==> config.mk <==
export PLATFORM = sky130hd
export DESIGN_NAME = uart_rx_axis_fifo
export DESIGN_NICKNAME = d
export VERILOG_FILES = /design/src/rtl/uart_rx_axis_fifo.sv
export SDC_FILE = /design/constraint.sdc
export NUM_CORES = 1
export LEC_CHECK = 0
export CAP_MARGIN = 20
export CORE_ASPECT_RATIO = 1.25
export CORE_MARGIN = 8
export CORE_UTILIZATION = 30
export DETAILED_ROUTE_END_ITERATION = 10
export SYNTH_ARGS = -nofsm -noshare
export SYNTH_HDL_FRONTEND = slang
export SYNTH_SLANG_ARGS = --single-unit
==> constraint.sdc <==
create_clock -name aclk -period 2.4 [get_ports aclk]
set_input_delay 0.6 -clock aclk [delete_from_list [all_inputs] [get_ports aclk]]
set_output_delay 0.6 -clock aclk [all_outputs]
set_load 0.1 [all_outputs]
==> src/rtl/uart_rx_axis_fifo.sv <==
// rtl/uart_rx_axis_fifo.sv - UART receiver with mid-bit sampling, error flags and FWFT AXI-Stream FIFO.
// Define UART_RX_MAJORITY_VOTE_EN for 2-of-3 majority sampling around each bit centre.
module uart_rx_axis_fifo #(
  parameter int CLK_FREQ      = 100,
  parameter int BIT_RATE      = 115200,
  parameter int BIT_PER_WORD  = 8,
  parameter int PARITY_BIT    = 0,
  parameter int STOP_BITS_NUM = 1,
  parameter int FIFO_DEPTH    = 16,
  localparam int TDATA_W      = ((BIT_PER_WORD + 7) / 8) * 8,
  localparam int CNT_W        = $clog2(FIFO_DEPTH) + 1
) (
  input  logic               aclk,
  input  logic               aresetn,
  input  logic               RX,
  output logic [TDATA_W-1:0] tdata,
  output logic [2:0]         tuser,
  output logic               tvalid,
  input  logic               tready,
  input  logic               ovf_clr,
  output logic               overflow,
  output logic [CNT_W-1:0]   fifo_count
);

  localparam int CPP  = (CLK_FREQ * 1000000) / BIT_RATE;
  localparam int HALF = CPP / 2;
  localparam int CW   = $clog2(CPP + 1);
  localparam int BCW  = $clog2(BIT_PER_WORD + 1);
  localparam int AW   = $clog2(FIFO_DEPTH);
  localparam int WW   = BIT_PER_WORD + 3;

  typedef enum logic [2:0] {IDLE, START, DATA, PARITY, STOP1, STOP2} state_t;

  state_t                  state;
  logic                    rx_meta, rxs, rxs_prev;
  logic [CW-1:0]           cnt, cmax;
  logic [BCW-1:0]          bit_cnt;
  logic [BIT_PER_WORD-1:0] shreg;
  logic                    par_bit, par_err, frame_err;
  logic                    at_max, sample, bit_val;
  logic                    last_stop, fe_now, brk, push_en, pop, full, do_push, ovf_set;
  logic [WW-1:0]           push_word, rd_word;
  logic [WW-1:0]           mem [FIFO_DEPTH];
  logic [AW-1:0]           wr_ptr, rd_ptr;
  logic [CNT_W-1:0]        count;

  always_ff @(posedge aclk or negedge aresetn) begin
    if (!aresetn) begin
      rx_meta  <= 1'b1;
      rxs      <= 1'b1;
      rxs_prev <= 1'b1;
    end else begin
      rx_meta  <= RX;
      rxs      <= rx_meta;
      rxs_prev <= rxs;
    end
  end

  assign cmax   = (state == START) ? CW'(HALF - 1) : CW'(CPP - 1);
  assign at_max = (state != IDLE) && (cnt == cmax);

`ifdef UART_RX_MAJORITY_VOTE_EN
  // Decision lands one cycle after the centre so the MAX+1 sample is available.
  logic [1:0] rxs_hist;
  logic       samp_q;
  always_ff @(posedge aclk or negedge aresetn) begin
    if (!aresetn) begin
      rxs_hist <= 2'b11;
      samp_q   <= 1'b0;
    end else begin
      rxs_hist <= {rxs_hist[0], rxs};
      samp_q   <= at_max;
    end
  end
  assign sample  = samp_q;
  assign bit_val = (rxs & rxs_hist[0]) | (rxs & rxs_hist[1]) | (rxs_hist[0] & rxs_hist[1]);
`else
  assign sample  = at_max;
  assign bit_val = rxs;
`endif

  always_ff @(posedge aclk or negedge aresetn) begin
    if (!aresetn) begin
      state     <= IDLE;
      cnt       <= '0;
      bit_cnt   <= '0;
      shreg     <= '0;
      par_bit   <= 1'b0;
      par_err   <= 1'b0;
      frame_err <= 1'b0;
    end else begin
      if (state == IDLE || at_max) cnt <= '0;
      else                         cnt <= cnt + 1'b1;
      case (state)
        IDLE: begin
          // Edge-triggered so a line stuck low after a break cannot re-arm.
          if (rxs_prev && !rxs) begin
            state     <= START;
            bit_cnt   <= '0;
            par_bit   <= 1'b0;
            par_err   <= 1'b0;
            frame_err <= 1'b0;
          end
        end
        START: if (sample) state <= bit_val ? IDLE : DATA;
        DATA: begin
          if (sample) begin
            shreg   <= {bit_val, shreg[BIT_PER_WORD-1:1]};
            bit_cnt <= bit_cnt + 1'b1;
            if (bit_cnt == BCW'(BIT_PER_WORD - 1))
              state <= (PARITY_BIT != 0) ? PARITY : STOP1;
          end
        end
        PARITY: begin
          if (sample) begin
            par_bit <= bit_val;
            par_err <= (PARITY_BIT == 1) ? ~^{shreg, bit_val} : ^{shreg, bit_val};
            state   <= STOP1;
          end
        end
        STOP1: begin
          if (sample) begin
            frame_err <= frame_err | ~bit_val;
            state     <= (STOP_BITS_NUM == 2) ? STOP2 : IDLE;
          end
        end
        STOP2: if (sample) state <= IDLE;
        default: state <= IDLE;
      endcase
    end
  end

  assign last_stop = sample && ((state == STOP1 && STOP_BITS_NUM != 2) || state == STOP2);
  assign fe_now    = frame_err | ~bit_val;
  assign brk       = (shreg == '0) && !par_bit && fe_now;
  assign push_word = {brk, fe_now, par_err, shreg};
  assign push_en   = last_stop;

  assign tvalid  = (count != '0);
  assign full    = (count == CNT_W'(FIFO_DEPTH));
  assign pop     = tvalid && tready;
  assign do_push = push_en && (!full || pop);
  assign ovf_set = push_en && full && !pop;

  always_ff @(posedge aclk) begin
    if (do_push) mem[wr_ptr] <= push_word;
  end

  always_ff @(posedge aclk or negedge aresetn) begin
    if (!aresetn) begin
      wr_ptr   <= '0;
      rd_ptr   <= '0;
      count    <= '0;
      overflow <= 1'b0;
    end else begin
      if (do_push) wr_ptr <= wr_ptr + 1'b1;
      if (pop)     rd_ptr <= rd_ptr + 1'b1;
      case ({do_push, pop})
        2'b10:   count <= count + 1'b1;
        2'b01:   count <= count - 1'b1;
        default: count <= count;
      endcase
      if (ovf_set)      overflow <= 1'b1;
      else if (ovf_clr) overflow <= 1'b0;
    end
  end

  assign rd_word    = mem[rd_ptr];
  assign tdata      = tvalid ? TDATA_W'(rd_word[BIT_PER_WORD-1:0]) : '0;
  assign tuser      = tvalid ? rd_word[WW-1:BIT_PER_WORD] : 3'b000;
  assign fifo_count = count;

endmodule

==> images/closeup.png <==
Region (74, 93) to (99, 118) um. Cells in grey, sequential cells in the stronger grey; small squares are vias.
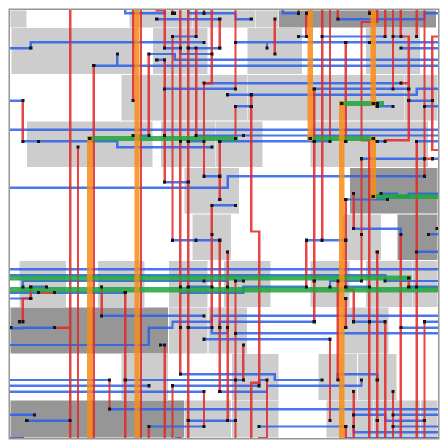
green -> M3
orange -> M4
blue -> M1
red -> M2
most frequent = buf_4 (12), and2_1 (8), and4_1 (4)
sequential cells in the window = 2
netlist names of flops here include = mem (2)
cells with their middle in the window = 33

==> images/util_map.png <==
(1 px per um) 17 x 21 tiles, from black (low) to pale yellow (high), 0 to 100% covered.
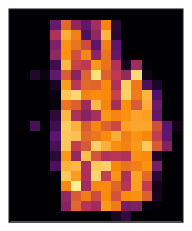
tiles over 75% full = 15%
nearly empty tiles = 46%
mean over tiles = 30%
emptiest ninth of the die = upper right
densest ninth of the die = centre
fullest tile = 97%

==> results_slide.txt <==
Physical Implementation Snapshot

Die
  – Die W: approximately 170 um
  – Die Area: 36300 um^2
  – CORE AREA: 30000 um^2

Detailed routing
  – Max Used Layer: met4
  – Routed vias: between 4000 and 5000
  – Starting DRT DRC Count: about 380
  – Initial DRT Pass Iterations: 4

Job
  – OpenROAD warnings: 32

Global route
  – Total track usage: around 11%
  – Global route overflow: 0

Yosys
  – Syn Area/Cell: between 15 and 20 um^2
  – Simple Share, Synth: 7.05%
  – Top logic family: multiplexers
  – Ys flops: 221
  – Gate count after technology mapping: approximately 480
  – Post-synth ARST share: 20.4%

Placement
  – IO buf count: 22
  – Dpl cells: 943

Final timing
  – RSZ-0062 raised after global routing: yes
  – Worst slew pin tran: 0.715 ns
  – Final Worst Setup Slack: -0.744 ns
  – Min Tclk post-route: 3.14 ns
  – Setup Skew: about 0.0096 ns
  – Final Setup Violations: 13

Pwr
  – Sequential Power Share: between 50% and 60%
  – Clock power share: 43.9%

Outcome
  – Failing checks: negative setup slack
  – Run status: finished, violations left

Clock network
  – H-tree depth: 1
  – Num CTS Buffers: 21

Layout
  – Non-clock buffer share: slightly above 10%
  – Filler Cells Inserted: 2728
  – Max-area cell class: registers
  – Top cell excl fill/tap: edfxtp_1

Worst setup path
  – Setup crit start kind: register
  – Slowest cell delay on critical path: between 0.4 and 0.5 ns
==> images/clock_wires.png <==
(3 px per um)
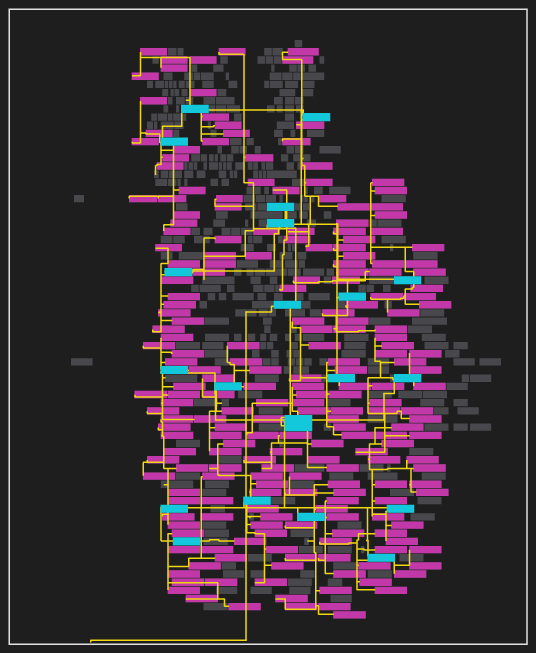
yellow -> clock wires  # length 2520 um
cyan -> clock-net drivers  # count 21
magenta -> flip-flops  # count 221
routed clock nets = 22

[Yosys cell counts, types with 4 or more instances]
cell type | instances | area [um^2]
and2_1 | 8 | 50.1
and4_1 | 7 | 61.3
and4b_1 | 4 | 40.0
buf_6 | 7 | 78.8
clkbuf_1 | 5 | 18.8
dfrtp_1 | 42 | 1050
edfxtp_1 | 176 | 5290
ha_1 | 8 | 100
inv_1 | 7 | 26.3
mux2_2 | 10 | 113
mux4_2 | 55 | 1240
nand2_1 | 13 | 48.8
nand3_1 | 6 | 30.0
nor2_1 | 14 | 52.6
nor2_2 | 9 | 56.3
nor2b_1 | 13 | 81.3
nor3_1 | 6 | 30.0
nor4_1 | 4 | 25.0
xnor2_1 | 24 | 210
xor2_1 | 4 | 35.0
[power groups by stage]
stage	registers [mW]	clock network, mW	logic, mW
after floorplan	4.27	0	0.142
after global placement	4.29	0	0.181
after detailed placement	4.29	0	0.189
after CTS	4.21	3.51	0.190
after global routing	4.21	3.64	0.222
final	4.21	3.44	0.187
[worst paths after layout]
| kind | start | endpoint | slack [ns] | cells after the start |
|---|---|---|---|---|
| worst max-delay path | rd_ptr[0] | tuser[0] | -0.74 | 7 |
| worst min-delay path | aresetn | fifo_count[0] | 0.03 | 1 |
| worst max register to register | fifo_count[1] | fifo_count[4] | -0.01 | 9 |
| worst min register to register | rx_meta | bit_val | 0.36 | 0 |
| max in group asynchronous | aresetn | rx_meta | 1.72 | 2 |
| min in group aclk | rx_meta | bit_val | 0.36 | 0 |
[through the flow]
step	setup WS [ns]	TNS (ns)
final	-0.744	-8.34
after global routing	-0.805	-9.22
after CTS	-0.773	-8.52
after detailed placement	-0.331	-46.93
after global placement	-0.277	-41.43
after floorplan	-0.302	-1.32
Power and IR drop assume default switching activity.
